**PDN straps and rails**

Scale bar: 50 µm. Pins as bars on the die edge.
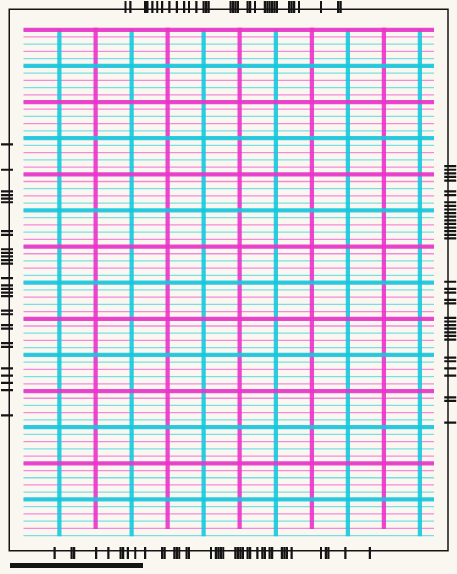
**Met3 routing**

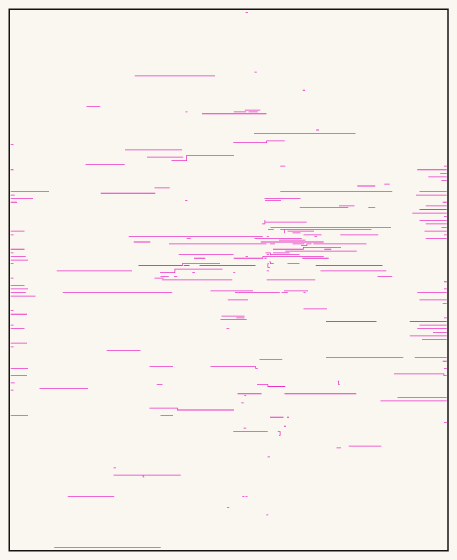
## src/rtl/scan_unlock_auth.sv

```systemverilog
`default_nettype none
// +--------------------------------------------------------------------------+
// | scan_unlock_auth                                                         |
// | Constant-time scan-key authentication with failure lockout.              |
// | SCAN_AUTH_LOCKOUT_EN enables the timed lockout after MAX_ATTEMPTS fails. |
// | Revision: 1.0                                                            |
// +--------------------------------------------------------------------------+
module scan_unlock_auth #(
  parameter int SCAN_KEY_WIDTH  = 64,
  parameter int SCAN_KEY_NUMBER = 4,
  parameter int MAX_ATTEMPTS    = 3,
  parameter int LOCKOUT_CYCLES  = 1024,
  localparam int IDX_W = (SCAN_KEY_NUMBER > 1) ? $clog2(SCAN_KEY_NUMBER) : 1,
  localparam int FC_W  = $clog2(MAX_ATTEMPTS + 1)
) (
  input  logic                      clk,
  input  logic                      rst_n,
  input  logic [SCAN_KEY_WIDTH-1:0] scan_key,
  input  logic                      scan_key_valid,
  input  logic                      relock,
  input  logic                      key_load_valid,
  input  logic [IDX_W-1:0]          key_load_index,
  input  logic [SCAN_KEY_WIDTH-1:0] key_load_data,
  input  logic                      key_lock,
  output logic                      scan_unlock,
  output logic                      auth_busy,
  output logic                      auth_done,
  output logic                      auth_pass,
  output logic                      locked_out,
  output logic [FC_W-1:0]           fail_count
);

  localparam logic [IDX_W-1:0] C_LAST_IDX = IDX_W'(SCAN_KEY_NUMBER - 1);
  localparam logic [FC_W-1:0]  C_MAX_FAIL = FC_W'(MAX_ATTEMPTS);

  typedef enum logic [1:0] {
    S_IDLE    = 2'd0,
    S_COMPARE = 2'd1,
    S_DECIDE  = 2'd2
`ifdef SCAN_AUTH_LOCKOUT_EN
    ,
    S_LOCKOUT = 2'd3
`endif
  } state_t;

  state_t                    r_state, w_state_nxt;
  logic [IDX_W-1:0]          r_idx, w_idx_nxt;
  logic [SCAN_KEY_WIDTH-1:0] r_cand, w_cand_nxt;
  logic                      r_match, w_match_nxt;
  logic                      r_unlock, w_unlock_nxt;
  logic                      r_pass, w_pass_nxt;
  logic [FC_W-1:0]           r_fail, w_fail_nxt;
  logic                      r_busy;
  logic                      r_done;
  logic                      r_key_locked;
  logic                      w_wr_en;
  logic                      w_idx_ok;
  logic                      w_prov_frozen;
  logic                      w_hit;

  logic [SCAN_KEY_WIDTH-1:0] r_key   [SCAN_KEY_NUMBER];
  logic                      r_valid [SCAN_KEY_NUMBER];

`ifdef SCAN_AUTH_LOCKOUT_EN
  localparam int CNT_W = (LOCKOUT_CYCLES > 1) ? $clog2(LOCKOUT_CYCLES) : 1;
  localparam logic [CNT_W-1:0] C_LOCK_INIT = CNT_W'(LOCKOUT_CYCLES - 1);
  logic [CNT_W-1:0] r_cnt, w_cnt_nxt;
  logic             r_locked_out;
`endif

  // Provisioning freezes on the very cycle key_lock is first seen.
  assign w_prov_frozen = r_key_locked | key_lock;
  assign w_idx_ok      = ({{(32-IDX_W){1'b0}}, key_load_index} < 32'(SCAN_KEY_NUMBER));
  assign w_hit         = r_valid[r_idx] && (r_key[r_idx] == r_cand);

  always_comb begin
    w_state_nxt  = r_state;
    w_idx_nxt    = r_idx;
    w_cand_nxt   = r_cand;
    w_match_nxt  = r_match;
    w_unlock_nxt = r_unlock;
    w_pass_nxt   = r_pass;
    w_fail_nxt   = r_fail;
    w_wr_en      = 1'b0;
`ifdef SCAN_AUTH_LOCKOUT_EN
    w_cnt_nxt    = r_cnt;
`endif
    case (r_state)
      S_IDLE: begin
        if (scan_key_valid) begin
          w_state_nxt = S_COMPARE;
          w_cand_nxt  = scan_key;
          w_match_nxt = 1'b0;
          w_idx_nxt   = '0;
        end else if (key_load_valid && !w_prov_frozen && w_idx_ok) begin
          w_wr_en = 1'b1;
        end
      end
      S_COMPARE: begin
        // Every entry is visited regardless of an early hit.
        w_match_nxt = r_match | w_hit;
        if (r_idx == C_LAST_IDX) begin
          w_state_nxt = S_DECIDE;
          w_pass_nxt  = w_match_nxt;
          if (w_match_nxt) begin
            w_unlock_nxt = 1'b1;
            w_fail_nxt   = '0;
          end else begin
`ifdef SCAN_AUTH_LOCKOUT_EN
            w_fail_nxt = r_fail + 1'b1;
`else
            if (r_fail != C_MAX_FAIL) begin
              w_fail_nxt = r_fail + 1'b1;
            end
`endif
          end
        end else begin
          w_idx_nxt = r_idx + 1'b1;
        end
      end
      S_DECIDE: begin
`ifdef SCAN_AUTH_LOCKOUT_EN
        if (r_fail == C_MAX_FAIL) begin
          w_state_nxt = S_LOCKOUT;
          w_cnt_nxt   = C_LOCK_INIT;
        end else begin
          w_state_nxt = S_IDLE;
        end
`else
        w_state_nxt = S_IDLE;
`endif
      end
`ifdef SCAN_AUTH_LOCKOUT_EN
      S_LOCKOUT: begin
        if (r_cnt == '0) begin
          w_state_nxt = S_IDLE;
          w_fail_nxt  = '0;
        end else begin
          w_cnt_nxt = r_cnt - 1'b1;
        end
      end
`endif
      default: w_state_nxt = S_IDLE;
    endcase
    // relock overrides a pass landing on the same edge.
    if (relock) begin
      w_unlock_nxt = 1'b0;
    end
  end

  always_ff @(posedge clk or negedge rst_n) begin
    if (!rst_n) begin
      r_state      <= S_IDLE;
      r_idx        <= '0;
      r_cand       <= '0;
      r_match      <= 1'b0;
      r_unlock     <= 1'b0;
      r_pass       <= 1'b0;
      r_fail       <= '0;
      r_busy       <= 1'b0;
      r_done       <= 1'b0;
      r_key_locked <= 1'b0;
    end else begin
      r_state      <= w_state_nxt;
      r_idx        <= w_idx_nxt;
      r_cand       <= w_cand_nxt;
      r_match      <= w_match_nxt;
      r_unlock     <= w_unlock_nxt;
      r_pass       <= w_pass_nxt;
      r_fail       <= w_fail_nxt;
      r_busy       <= (w_state_nxt != S_IDLE);
      r_done       <= (w_state_nxt == S_DECIDE);
      r_key_locked <= w_prov_frozen;
    end
  end

`ifdef SCAN_AUTH_LOCKOUT_EN
  always_ff @(posedge clk or negedge rst_n) begin
    if (!rst_n) begin
      r_cnt        <= '0;
      r_locked_out <= 1'b0;
    end else begin
      r_cnt        <= w_cnt_nxt;
      r_locked_out <= (w_state_nxt == S_LOCKOUT);
    end
  end
`endif

  always_ff @(posedge clk or negedge rst_n) begin
    if (!rst_n) begin
      for (int i = 0; i < SCAN_KEY_NUMBER; i++) begin
        r_key[i]   <= '0;
        r_valid[i] <= 1'b0;
      end
    end else if (w_wr_en) begin
      r_key[key_load_index]   <= key_load_data;
      r_valid[key_load_index] <= 1'b1;
    end
  end

  assign scan_unlock = r_unlock;
  assign auth_busy   = r_busy;
  assign auth_done   = r_done;
  assign auth_pass   = r_pass;
  assign fail_count  = r_fail;
`ifdef SCAN_AUTH_LOCKOUT_EN
  assign locked_out  = r_locked_out;
`else
  assign locked_out  = 1'b0;
`endif

endmodule
`default_nettype wire

```

## config.mk

```make
export PLATFORM = sky130hd
export DESIGN_NAME = scan_unlock_auth
export DESIGN_NICKNAME = d
export VERILOG_FILES = /design/src/rtl/scan_unlock_auth.sv
export SDC_FILE = /design/constraint.sdc
export NUM_CORES = 1
export LEC_CHECK = 0
export CAP_MARGIN = 5
export CORE_ASPECT_RATIO = 1.25
export CORE_MARGIN = 5
export CORE_UTILIZATION = 51
export CTS_BUF_LIST = sky130_fd_sc_hd__clkbuf_8
export DETAILED_ROUTE_END_ITERATION = 16
export MAX_ROUTING_LAYER = met4
export PLACE_DENSITY = 0.77
export SLEW_MARGIN = 20
export SYNTH_ARGS = -nofsm -noshare
export SYNTH_HDL_FRONTEND = slang
export SYNTH_SLANG_ARGS = --single-unit
export TNS_END_PERCENT = 50
```

## constraint.sdc

```tcl
create_clock -name clk -period 2.8 [get_ports clk]
set_input_delay 0.28 -clock clk [delete_from_list [all_inputs] [get_ports clk]]
set_output_delay 0.28 -clock clk [all_outputs]
set_load 0.02 [all_outputs]
```

==> deck_impl_summary.md <==
Run Summary

Power and ir drop
  • Seq pwr: 6.05 mW
  • Clk pwr: 3.76 mW
  • Comb pwr: 3.50 mW
  • NetSw: between 4 and 5 mW
  • Switching part of the total power: 0.312
  • Pleak: 8.78 nW

STA
  • Smallest hold slack: 0.255 ns
  • Fmax: 315 MHz
  • Final setup vio count: 5
  • Worst Slack Setup Final: -0.379 ns
  • Final min period: 3.18 ns

Clocking
  • Quantity of gates resized following cts: 4
  • Late-Pin Clk Latency: about 0.58 ns
  • Post-CTS Setup Bufs: 1

Placed design
  • Port Buffers: between 100 and 150
  • Pre-CTS setup slack: -0.657 ns

Worst setup path
  • Crit path from: r_idx[0]
  • CP endpoint kind: flop
  • Reg2reg start: r_idx[0]
  • Crit Path Max Fanout: 7
  • Critical path cell sequence: buf_12 -> mux4_2 -> xor2_2 -> nor4_4 -> buf_4 -> o2111ai_2 -> or4_4 -> o31ai_4 -> o21ai_2 -> mux2_4
  • WP data arrival: 3.65 ns
  • Termination of the worst setup path: fail_count[0]
  • R2R Setup Slk: -0.38 ns

Synthesis
  • Mux share: 0.332
  • Cells after Synth: 1017
  • Flops & latches, synth: 336
  • Adder share: 0.00164
  • And+or+nand+nor area frac: 0.0268
  • Synth Flop Type: dfrtp_1
  • Top cells, area: dfrtp_1 55%, mux2_2 23%, mux4_2 4.4%, mux2i_1 3.0%, mux4_1 2.2%
  • Async S/R FF share, synth: 1.00
  • Synthesized area: about 15000 µm²

Finish
  • Antenna Cells: 0
  • Non-clock buffers: between 200 and 250
  • Clock Buffer Count: 60
  • Clock-cell share: 0.0510
  • Largest Register: r_key
  • Flop count: about 340
  • Layout net count: 1354
  • Fillers: 2251

GRT
  • Total track usage: 0.232
  • GRT met2 Usage: 0.379
  • Grt peak-use layer: met2

Route
  • Met2 routed WL: 18700 µm
  • Met3 wire len: between 1500 and 2000 µm
  • Detailed Routing Iterations Pass 1: 7
  • Average wire per cell in the routed design: 22.5 µm

Status
  • Status: finished with violations
  • Failing checks: negative setup slack
## Picture notes: 'PDN straps and rails'
- magenta: VDD
- cyan: VSS
- met4 straps: 11
- signal pins: 143
die width: 165 µm
Worst VDD drop: 0.550 mV
Core Region: 29400 µm²
Die H: 203 µm

## Picture notes: 'met3 routing'
- wire length on this layer: 1830 µm
- nets with wire on the layer: 138
- share of all routed wire: 4.9%
- main direction: horizontal
vias: 9460
drt total wl: 37000 µm
met3 Use GR: 0.0352

-- placed cells by master, fill, tap and decap left out, drive strengths merged, types with 2 or more instances in the layout --
cell type,Yosys,layout
inv,17,38
mux4,43,43
nand2b,5,5
a211oi,5,5
o2111ai,5,5
nor3,6,6
o221ai,2,2
o22ai,6,6
a22o,3,3
mux2i,45,45
dfrtp,336,336
buf,22,62
nor4,6,6
xnor2,34,34
o311ai,2,2
a22oi,2,2
o21ai,17,17
xor2,9,9
or3,2,2
a31oi,2,2
clkdlybuf4s50,0,140
o2bb2ai,4,4
clkinv,1,6
a2bb2oi,5,5
nand3,6,6
ha,2,2
nand4,9,9
nand2,19,19
nand3b,3,3
mux2,319,319
a221oi,6,6
a21oi,6,6
nor2,15,15
clkbuf,36,60
Power is estimated from default activity; no workload was simulated.
